<file path="config.mk">
export PLATFORM = sky130hd
export DESIGN_NAME = psec6_spi_master
export DESIGN_NICKNAME = d
export VERILOG_FILES = /design/src/rtl/psec6_spi_master.sv
export SDC_FILE = /design/constraint.sdc
export NUM_CORES = 1
export LEC_CHECK = 0
export ABC_AREA = 1
export CORE_MARGIN = 2
export CORE_UTILIZATION = 50
export DETAILED_ROUTE_END_ITERATION = 10
export MAX_ROUTING_LAYER = met4
export PLACE_DENSITY = 0.73
export SLEW_MARGIN = 20
export SYNTH_ARGS = -nofsm -noshare
export SYNTH_HDL_FRONTEND = slang
export SYNTH_SLANG_ARGS = --single-unit
</file>
<file path="constraint.sdc">
create_clock -name clk -period 2 [get_ports clk]
set_input_delay 0.6 -clock clk [delete_from_list [all_inputs] [get_ports clk]]
set_output_delay 0.6 -clock clk [all_outputs]
set_load 0.05 [all_outputs]
</file>
<file path="src/rtl/psec6_spi_master.sv">
// psec6_spi_master: SPI mode-0 initiator for the PSEC6 configuration port
// Each request becomes one 16-bit transfer: command byte {rw, addr} followed by the data byte.
// Ports:
//   clk, rstn            system clock, synchronous active-low reset
//   start, rw, addr,     request pulse (accepted when busy=0) with its operands,
//   wdata                sampled with start
//   busy                 transfer or inter-transfer gap in progress
//   done                 one-cycle pulse as cs drops; rdata/poci_err valid from then
//   rdata, poci_err      captured data byte, and a flag for any 1 seen on poci during the command byte
//   spi_clk, cs, pico    SPI clock (idle low), active-high chip select, controller data out
//   poci                 peripheral data in
module psec6_spi_master #(
    parameter int CLK_DIV = 2,
    parameter int CS_GAP  = 4
) (
    input  logic       clk,
    input  logic       rstn,
    input  logic       start,
    input  logic       rw,
    input  logic [6:0] addr,
    input  logic [7:0] wdata,
    output logic       busy,
    output logic       done,
    output logic [7:0] rdata,
    output logic       poci_err,
    output logic       spi_clk,
    output logic       cs,
    output logic       pico,
    input  logic       poci
);
    typedef enum logic [1:0] {IDLE, SHIFT, TAIL, GAP} state_t;
    localparam logic [7:0] HMAX = 8'(CLK_DIV - 1);
    localparam logic [7:0] GMAX = 8'(CS_GAP - 1);
    state_t      state_q, state_d;
    logic [15:0] tx_q, tx_d;
    logic [7:0]  rx_q, rx_d;
    logic        err_q, err_d;
    logic [3:0]  bit_q, bit_d;
    logic [7:0]  cnt_q, cnt_d;
    logic        sclk_q, sclk_d;
    logic        cs_q, cs_d;
    logic        pico_q, pico_d;
    logic        busy_q, busy_d;
    logic        done_q, done_d;
    logic [7:0]  rdata_q, rdata_d;
    logic        perr_q, perr_d;
    always_comb begin
        state_d = state_q;
        tx_d    = tx_q;
        rx_d    = rx_q;
        err_d   = err_q;
        bit_d   = bit_q;
        cnt_d   = cnt_q;
        sclk_d  = sclk_q;
        cs_d    = cs_q;
        pico_d  = pico_q;
        busy_d  = busy_q;
        done_d  = 1'b0;
        rdata_d = rdata_q;
        perr_d  = perr_q;
        case (state_q)
            IDLE: begin
                if (start) begin
                    tx_d    = {rw, addr, rw ? wdata : 8'h00};
                    pico_d  = rw;
                    cs_d    = 1'b1;
                    sclk_d  = 1'b0;
                    busy_d  = 1'b1;
                    bit_d   = 4'd15;
                    cnt_d   = 8'd0;
                    rx_d    = 8'h00;
                    err_d   = 1'b0;
                    state_d = SHIFT;
                end
            end
            SHIFT: begin
                if (cnt_q == HMAX) begin
                    cnt_d  = 8'd0;
                    sclk_d = !sclk_q;
                    if (!sclk_q) begin
                        // rising edge: bit_q[3] set means we are still in the command byte
                        if (bit_q[3]) err_d = err_q | poci;
                        else rx_d = {rx_q[6:0], poci};
                    end else if (bit_q == 4'd0) begin
                        state_d = TAIL;
                    end else begin
                        bit_d  = bit_q - 4'd1;
                        tx_d   = {tx_q[14:0], 1'b0};
                        pico_d = tx_q[14];
                    end
                end else begin
                    cnt_d = cnt_q + 8'd1;
                end
            end
            TAIL: begin
                if (cnt_q == HMAX) begin
                    cnt_d   = 8'd0;
                    cs_d    = 1'b0;
                    pico_d  = 1'b0;
                    done_d  = 1'b1;
                    rdata_d = rx_q;
                    perr_d  = err_q;
                    state_d = GAP;
                end else begin
                    cnt_d = cnt_q + 8'd1;
                end
            end
            GAP: begin
                if (cnt_q == GMAX) begin
                    cnt_d   = 8'd0;
                    busy_d  = 1'b0;
                    state_d = IDLE;
                end else begin
                    cnt_d = cnt_q + 8'd1;
                end
            end
            default: state_d = IDLE;
        endcase
    end
    always_ff @(posedge clk) begin
        if (!rstn) begin
            state_q <= IDLE;
            tx_q    <= 16'h0000;
            rx_q    <= 8'h00;
            err_q   <= 1'b0;
            bit_q   <= 4'd0;
            cnt_q   <= 8'd0;
            sclk_q  <= 1'b0;
            cs_q    <= 1'b0;
            pico_q  <= 1'b0;
            busy_q  <= 1'b0;
            done_q  <= 1'b0;
            rdata_q <= 8'h00;
            perr_q  <= 1'b0;
        end else begin
            state_q <= state_d;
            tx_q    <= tx_d;
            rx_q    <= rx_d;
            err_q   <= err_d;
            bit_q   <= bit_d;
            cnt_q   <= cnt_d;
            sclk_q  <= sclk_d;
            cs_q    <= cs_d;
            pico_q  <= pico_d;
            busy_q  <= busy_d;
            done_q  <= done_d;
            rdata_q <= rdata_d;
            perr_q  <= perr_d;
        end
    end
    assign busy     = busy_q;
    assign done     = done_q;
    assign rdata    = rdata_q;
    assign poci_err = perr_q;
    assign spi_clk  = sclk_q;
    assign cs       = cs_q;
    assign pico     = pico_q;
endmodule
</file>
### Cells colored by class

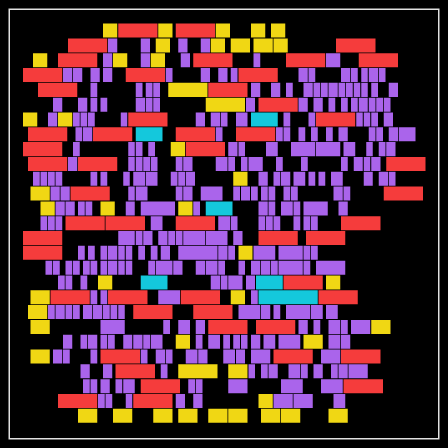
red -> flip-flops  # cells 52, share of their area 32%
purple -> all other logic  # cells 323, share of their area 51%
cyan -> clock drivers and dummy loads  # cells 6, share of their area 3.1%
yellow -> other buffers and delay cells  # cells 46, share of their area 13%

### Power grid

Scale bar: 20 um. Pins as bars on the die edge.
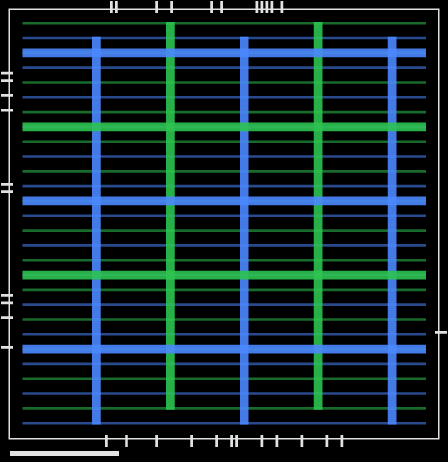
green -> VDD
blue -> VSS
rows = 27
met1 rails = 28

### Track usage over the die

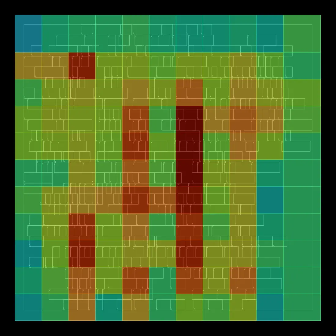
GRT Total Usage: 20.3%
grt met2 use: 34.4%
met1 Resource Use GR: 24.8%
WL/cell: 11.8 um
routing usage on met3: 4.25%

==> GITHUB_STEP_SUMMARY <==
### Yosys + OpenROAD results

| Metric | Value |
|---|---|
| Status | finished clean |
| Die area | 0.00618 mm2 |
| Worst slew margin | around two thirds |
| Storage element area | 0.00104 mm2 |
| Reg2reg setup slack | 210 ps |
| Most frequent cell after synthesis | nand2_1 |
| First-pass GRT wire length | 9960 um |
| TAP cells | 72 |
| Synth Instances | 390 |
| Most common reg cell | dfxtp_1 |
| WL final | 5880 um |
| # diodes | 0 |
| Largest cell class by area | logic gates |
| Plain + repair buffers | 46 |
| Yosys stat area | 0.00278 mm2 |
| Cts hold-fix bufs | 0 |
| Deepest clock path buffer count | 2 |
| CP Depth | 11 |
| CTS tree | built |
| Largest Register | tx_q |
| Largest net degree at the start of global routing | 23 |
| Crit path to | tx_q[0]$_SDFFE_PN0P_ |
| Boundary Pins | 34 |
| Clk pin slew, worst setup/hold paths | 90 ps |
| Unique masters post-synth | 35 |
| Buf/Inv on CP | 4 |
| Hold Path Depth | 2 |
| Largest delay share family, worst path | buffers and inverters |
| Pwr top | combinational cells |
| Clock sinks | 52 |
| DRT antenna net count | 0 |
| Number of synthesized flops with an enable pin | 0 |
| Most frequent cells in the layout | nand2_1, nor2_1, dfxtp_1, inv_1, nand3_1 |
| Adder Area Share | 3.60% |
| DR vias/cell | 5.03 |
| Final Hold Fails | 0 |
No activity file was given, so power comes from the tool's default toggle rates.
